$ cat src/rtl/mem_refill_arbiter.sv
// mem_refill_arbiter: sequencer that shares one single-port main memory
// between the I-side and D-side L1 caches. It grants one side on a miss,
// writes back a dirty D-side victim block if one is present, then streams
// the refill block into the granted cache one word per accepted beat.
module mem_refill_arbiter #(
  parameter  int unsigned WORDS  = 8,
  localparam int unsigned BEAT_W = $clog2(WORDS)
) (
  input  logic              clock,
  input  logic              resetn,
  // I-cache side
  input  logic              i_req,
  input  logic [31:0]       i_addr,
  // D-cache side
  input  logic              d_req,
  input  logic              d_wb,
  input  logic [31:0]       d_addr,
  input  logic [31:0]       d_wb_addr,
  input  logic [31:0]       d_wb_data,
  // grants and fill path back to the caches
  output logic              gnt_i,
  output logic              gnt_d,
  output logic [BEAT_W-1:0] beat,
  output logic [31:0]       fill_data,
  output logic              fill_we_i,
  output logic              fill_we_d,
  output logic              i_done,
  output logic              d_done,
  // main memory port
  output logic              mem_rd,
  output logic              mem_wr,
  output logic [31:0]       mem_addr,
  output logic [31:0]       mem_wdata,
  input  logic [31:0]       mem_rdata,
  input  logic              mem_ready
);

  // Byte offset inside a block: word index plus the 2-bit byte-in-word.
  localparam int unsigned OFF_W = BEAT_W + 2;

  typedef enum logic [1:0] {
    S_IDLE,
    S_WB,
    S_RD,
    S_DONE
  } state_e;

  typedef enum logic {
    SIDE_I = 1'b0,
    SIDE_D = 1'b1
  } side_e;

  state_e              state_q, state_d;
  side_e               side_q, side_d;   // side owning the current transfer
  side_e               last_q, last_d;   // side granted by the last completed transfer
  side_e               pick;             // arbitration winner in IDLE
  logic [BEAT_W-1:0]   beat_q, beat_d;
  logic [31:OFF_W]     rd_base_q, rd_base_d;
  logic [31:OFF_W]     wb_base_q, wb_base_d;
  logic                last_beat;

  // Block-offset address bits are not part of any block base.
  logic unused_offset_bits;
  assign unused_offset_bits = ^{i_addr[OFF_W-1:0], d_addr[OFF_W-1:0],
                                d_wb_addr[OFF_W-1:0]};

  assign last_beat = (beat_q == BEAT_W'(WORDS - 1));

  // State register: sequencer state, grant bookkeeping, beat and latched bases.
  // NOTE: every flop (addresses included) is reset, so an abandoned transfer
  // leaves no stale base or beat behind that could leak onto the memory port.
  always_ff @(posedge clock or negedge resetn) begin
    if (!resetn) begin
      state_q   <= S_IDLE;
      side_q    <= SIDE_I;
      last_q    <= SIDE_I;
      beat_q    <= '0;
      rd_base_q <= '0;
      wb_base_q <= '0;
    end else begin
      // NOTE: non-blocking assignments keep all flops updating from the
      // same pre-edge values regardless of statement order.
      state_q   <= state_d;
      side_q    <= side_d;
      last_q    <= last_d;
      beat_q    <= beat_d;
      rd_base_q <= rd_base_d;
      wb_base_q <= wb_base_d;
    end
  end

  // Next-state logic: round-robin arbitration, write-back, refill, completion.
  always_comb begin
    // NOTE: hold-value defaults first so no path through the case infers a latch.
    state_d   = state_q;
    side_d    = side_q;
    last_d    = last_q;
    beat_d    = beat_q;
    rd_base_d = rd_base_q;
    wb_base_d = wb_base_q;
    pick      = SIDE_I;

    case (state_q)
      S_IDLE: begin
        if (i_req && d_req) begin
          pick = (last_q == SIDE_I) ? SIDE_D : SIDE_I;
        end else if (d_req) begin
          pick = SIDE_D;
        end
        if (i_req || d_req) begin
          side_d    = pick;
          beat_d    = '0;
          rd_base_d = (pick == SIDE_D) ? d_addr[31:OFF_W] : i_addr[31:OFF_W];
          wb_base_d = d_wb_addr[31:OFF_W];
          state_d   = (pick == SIDE_D && d_wb) ? S_WB : S_RD;
        end
      end

      S_WB: begin
        if (mem_ready) begin
          beat_d = beat_q + BEAT_W'(1);
          if (last_beat) begin
            beat_d  = '0;
            state_d = S_RD;
          end
        end
      end

      S_RD: begin
        if (mem_ready) begin
          beat_d = beat_q + BEAT_W'(1);
          if (last_beat) begin
            state_d = S_DONE;
          end
        end
      end

      S_DONE: begin
        last_d  = side_q;
        state_d = S_IDLE;
      end

      default: begin
        state_d = S_IDLE;
      end
    endcase
  end

  // Output decode: memory port, fill strobes, grants and done pulses.
  always_comb begin
    gnt_i     = (state_q != S_IDLE) && (side_q == SIDE_I);
    gnt_d     = (state_q != S_IDLE) && (side_q == SIDE_D);
    mem_wr    = (state_q == S_WB);
    mem_rd    = (state_q == S_RD);
    fill_we_i = (state_q == S_RD) && mem_ready && (side_q == SIDE_I);
    fill_we_d = (state_q == S_RD) && mem_ready && (side_q == SIDE_D);
    i_done    = (state_q == S_DONE) && (side_q == SIDE_I);
    d_done    = (state_q == S_DONE) && (side_q == SIDE_D);
    beat      = beat_q;
    fill_data = mem_rdata;
    mem_wdata = d_wb_data;
    mem_addr  = '0;
    if (state_q == S_WB) begin
      mem_addr = {wb_base_q, beat_q, 2'b00};
    end else if (state_q == S_RD) begin
      mem_addr = {rd_base_q, beat_q, 2'b00};
    end
  end

endmodule

$ cat config.mk
export PLATFORM = sky130hd
export DESIGN_NAME = mem_refill_arbiter
export DESIGN_NICKNAME = d
export VERILOG_FILES = /design/src/rtl/mem_refill_arbiter.sv
export SDC_FILE = /design/constraint.sdc
export NUM_CORES = 1
export LEC_CHECK = 0
export CAP_MARGIN = 20
export CORE_MARGIN = 5
export CORE_UTILIZATION = 37
export DETAILED_ROUTE_END_ITERATION = 8
export MAX_ROUTING_LAYER = met4
export PLACE_DENSITY = 0.93
export SYNTH_ARGS = -nofsm -noshare
export SYNTH_HDL_FRONTEND = slang
export SYNTH_SLANG_ARGS = --single-unit
$ cat constraint.sdc
create_clock -name clock -period 3.8 [get_ports clock]
set_clock_uncertainty 0.2 [all_clocks]
set_input_delay 1.14 -clock clock [delete_from_list [all_inputs] [get_ports clock]]
set_output_delay 1.14 -clock clock [all_outputs]
set_load 0.01 [all_outputs]
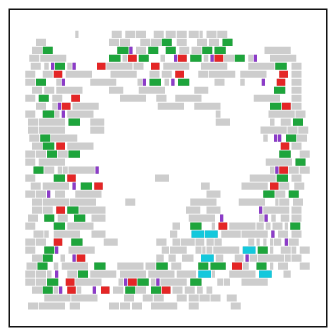
Fig. 1. Selected gate families (run 1).
Key: purple = nand cells [cells 31, most used nand2_1, where spread over the die]; red = non-inverting ao/oa cells [cells 28, most used a22o_1, where spread over the die]; green = mux cells [cells 59, most used mux2i_1, where spread over the die]; cyan = fa/ha/maj cells [cells 6, most used ha_1]

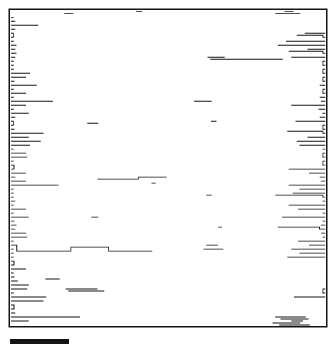
Fig. 2. The metal 3 layer (run 1).
Bar = 20 µm.
The wires run mostly horizontal. The layer carries 832 µm of wire.
vias post-DR: 2539
met3 usage: 5.46%
Routed WL: 8660 µm

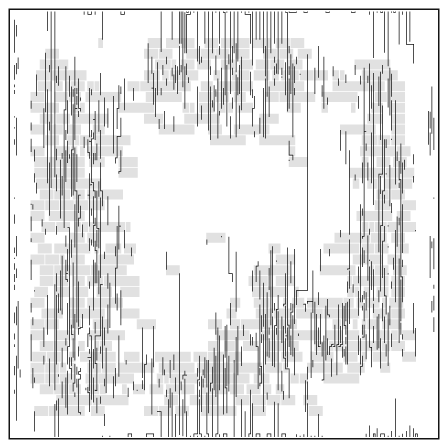
Fig. 3. M2 wires (run 1).
The longest straight run is 59.3 µm. The wires run mostly vertical. The layer carries 4340 µm of wire.
grt met2 use: 25.0%

## run 1: Yosys cell counts, drive strengths merged
library cell and n:
buf 77, a21boi 2, conb 1, inv 4, a31oi 2, a22o 27, a32o 1, nor2b 3
ha 6, mux2i 30, clkbuf 8, o211ai 2, mux2 29, and2b 2, o21ai 29, nor2 6
dfrtp 61, or2 1, and2 2, and3 2, nand2 31, or3b 1, o221ai 1
## run 1: sequential cells by signal, summed over array words and instances (netlist names)
name	cells
state_q	2
beat	3
wb_base_q	27
side_q	1
last_q	1
rd_base_q	27
## run 1: report_power, final
part	internal, mW	total, mW	switching [mW]
Sequential	0.968	1.15	0.184
Combinational	0.975	1.76	0.784
Clock	0.300	0.530	0.230
==> deck_impl_summary.md, run 1 <==
Physical Implementation Snapshot

Status
  • Outcome: completed

Placed design
  • Port Buffers: 127
  • Area post-placement: 4460 µm²
  • Hpwl dp: 6560 µm
  • Pre-CTS setup slack: 0.118 ns
  • Placer Congestion: 0.737

Synthesis
  • Yosys stat cell total: 328
  • Top cells by area: dfrtp_1 43%, buf_4 14%, mux2_2 9.0%, mux2i_1 8.5%, a22o_1 6.7%
  • Synth flops: 61
  • Top logic family: multiplexers
  • Synth warnings: 0
  • Yosys stat chip area: 3520 µm²
  • Xor+xnor area frac: 0%
  • Synth Seq Share: 43.4%
  • Cell area after synthesis: 3520 µm²
  • Adder-cell share of the synthesized area: 2.13%
  • Cell taking the most area after synthesis: dfrtp_1
  • Mapped Avg Cell Area: 10.7 µm²
  • Aoi share: 13.1%

Cells and area
  • Multi-In Gates: 179
  • ClkCell Share: 3.96%
  • Commonest cells after routing, fill and taps aside: 126 x clkdlybuf4s50_1, 61 x dfrtp_1, 31 x nand2_1
  • Sequential cell count: 61
  • Final Non-Filler Cells: 525
  • Fin nets: 565
  • ANT cells: 0
  • Gate Area: 1410 µm²
  • Reg area: 1530 µm²
  • Commonest Layout Cell: clkdlybuf4s50_1
  • Seq/total area: 32.9%
  • Non-clk bufs: 138
  • Clock buf count: 13
  • Area Overhead vs Synth: 31.9%

Floorplanning
  • Die height: 108 µm
  • Chip Area: 11600 µm²
  • Num tapcells: 129
  • Placement Rows: 35
  • Fp util: 38.1%
  • Die Wd: 108 µm

GRT
  • Initial antenna violation count: 0
  • Largest net degree at the start of global routing: 62

Clocking
  • CTS Buf Count: 9
  • Max Root-Sink Buffers: 2
  • Clk Tree Root Cell: clkbuf_8
  • Post-CTS setup buffers: 0
  • Late-Pin Clk Latency: 0.33 ns
  • Clock Pin Slew Worst Setup and Hold Paths: 0.06 ns
  • CTS tree: built

Setup path
  • Critical Path Start Type: input pin
  • Worst Path Required: 2.46 ns
  • Register-to-register setup slack: 1.65 ns
  • Buf/Inv on CP: 2
  • Crit path depth: 4
  • Most frequent CP cell: clkdlybuf4s50_1
  • Cells on worst reg2reg path: 5

Route
  • DR top layer: met4
  • Met2 WL: 4340 µm
  • Met3 WL: 831 µm
  • Via/cell ratio: 4.84
  • WL met1: 3370 µm
  • Drt pass-1 iters: 4
  • DR iter-0 viols: 62

STA
  • Final Hold Viols: 0
  • Slew Viols, Final: 0
  • Tcrit/Tclk final: 96.8%
  • Minimum clock period: 3.68 ns
  • Fmax: 0.272 GHz
  • Setup violations, final: 0
  • RSZ-0062 raised after global routing: no
  • Worst relative slew slack: 49.0%

Power and ir drop
  • VDD IR max: 0.297 mV

Hold path
  • Min-Delay Path Depth: 2
  • Hold Path Sink: rd_base_q[5]$_DFFE_PN0P_
==> run 2: changes to the inputs <==
Settings changed: CTS_BUF_LIST from default to sky130_fd_sc_hd__clkbuf_8 sky130_fd_sc_hd__clkbuf_16.
==> deck_impl_summary.md, run 2 <==
Physical Implementation Snapshot

Hold path
  • Min-Delay Path Depth: 2 (unchanged)
  • Hold Path Sink: rd_base_q[5]$_DFFE_PN0P_

Cells and area
  • Reg area: 1530 µm² (unchanged)
  • Commonest Layout Cell: clkdlybuf4s50_1
  • ClkCell Share: 3.96% (unchanged)
  • Gate Area: 1410 µm² (unchanged)
  • Area Overhead vs Synth: 31.9% (unchanged)
  • Sequential cell count: 61 (unchanged)
  • Seq/total area: 32.9% (unchanged)
  • Clock buf count: 13 (unchanged)
  • Largest class: sequential cells
  • Final Non-Filler Cells: 525 (unchanged)
  • Non-clk bufs: 138 (unchanged)
  • ANT cells: 0 (unchanged)
  • Multi-In Gates: 179 (unchanged)
  • Fin nets: 565 (unchanged)

Power and ir drop
  • Largest Pwr Group: combinational cells
  • Clock power share: 15.4% (about the same)
  • Sequential Power Share: 33.5% (about the same)
  • Power Clock: 0.530 mW (about the same)
  • Int Pwr: 2.24 mW (unchanged)
  • Comb power frac: 51.1% (about the same)
  • Combinational power: 1.76 mW (about the same)
  • Seq pwr: 1.15 mW (about the same)
  • Net switching power figure: 1.20 mW (unchanged)
  • VDD IR max: 0.297 mV (unchanged)

Synthesis
  • Most instantiated library cell after synthesis: buf_4
  • Top cells by area: dfrtp_1 43%, buf_4 14%, mux2_2 9.0%, mux2i_1 8.5%, a22o_1 6.7%
  • Aoi share: 13.1% (unchanged)
  • Synth Flop Type: dfrtp_1
  • Yosys stat cell total: 328 (unchanged)
  • Count of library flops with an enable pin: 0 (unchanged)
  • Yosys stat chip area: 3520 µm² (unchanged)
  • Adder-cell share of the synthesized area: 2.13% (unchanged)
  • Synth flops: 61 (unchanged)
  • Synth Seq Share: 43.4% (unchanged)
  • Top logic family: multiplexers
  • Xor+xnor area frac: 0% (unchanged)
  • Synth warnings: 0 (unchanged)
  • Cell area after synthesis: 3520 µm² (unchanged)
  • Commonest cells in the netlist: 68 x buf_4, 61 x dfrtp_1, 31 x nand2_1, 30 x mux2i_1
  • Cell taking the most area after synthesis: dfrtp_1

Setup path
  • Critical Path Start Type: input pin
  • Worst Path Required: 2.46 ns (about the same)
  • Register-to-register setup slack: 1.65 ns (about the same)

Route
  • WL met1: 3370 µm (unchanged)
  • Met3 WL: 831 µm (unchanged)
  • Met2 WL: 4340 µm (unchanged)
  • DR iter-0 viols: 62 (unchanged)
  • Routed WL: 8660 µm (unchanged)
  • Via/cell ratio: 4.84 (unchanged)
  • Drt pass-1 iters: 4 (unchanged)

Floorplanning
  • Placement Rows: 35 (unchanged)
  • Die height: 108 µm (unchanged)
  • Num tapcells: 129 (unchanged)
  • Die Wd: 108 µm (unchanged)
  • Chip Area: 11600 µm² (unchanged)
  • Fp util: 38.1% (unchanged)

STA
  • Minimum clock period: 3.68 ns (unchanged)
  • Worst relative slew slack: 49.0% (unchanged)
  • Fmax: 0.272 GHz (unchanged)
  • Tcrit/Tclk final: 96.8% (unchanged)

GRT
  • Grt met2 use: 25.0% (unchanged)
  • Initial antenna violation count: 0 (unchanged)
  • Largest net degree at the start of global routing: 62 (unchanged)
  • Global routing's busiest layer: met2
  • Met3 usage: 5.46% (unchanged)
  • Gr usage total: 15.5%

Clocking
  • Clock Pin Slew Worst Setup and Hold Paths: 0.06 ns (about the same)
  • CTS tree: built
  • Clk Tree Root Cell: clkbuf_8
  • Post-CTS setup buffers: 0 (unchanged)
  • Late-Pin Clk Latency: 0.33 ns (about the same)
  • CTS Buf Count: 9 (unchanged)
  • Max Root-Sink Buffers: 2 (unchanged)

Placed design
  • Port Buffers: 127 (unchanged)
  • Hpwl dp: 6560 µm (unchanged)

Status
  • Outcome: completed
==> run 2: cell counts in the layout (fill, tap and decap cells not counted) <==
Identical to the previous run, type by type.
==> run 2: per-stage QoR <==
step	cell area, µm²	util [%]	worst slack, ns
6_report	4650	50.3	0.123
5_1_grt	4650	50.3	0.0601
4_1_cts	4650	50.3	0.115
3_5_place_dp	4460	48.3	0.118
3_3_place_gp	4460	48.3	0.136
2_1_floorplan	3520	-	0.884
==> run 2: cell families after synthesis <==
family | after synthesis
AND/OR/NAND/NOR | 48
AND-OR/OR-AND | 64
multiplexers | 59
buffers and inverters | 89
adder cells (fa/ha/maj) | 6
other | 1
flip-flops | 61
==> run 2: worst max-delay path, cell delays in order <==
cell	delay, ns
clkdlybuf4s50_1	0.49
nand2_1	0.06
nor2_1	0.09
clkdlybuf4s50_1	0.56
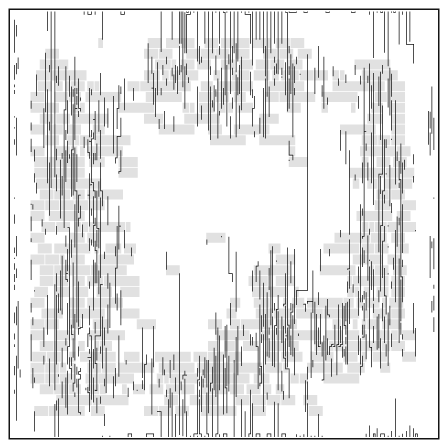
Fig. 4. M2 wires (run 2).
The wires run mostly vertical. The longest straight run is 59.3 µm.

Power is estimated from default activity; no workload was simulated.
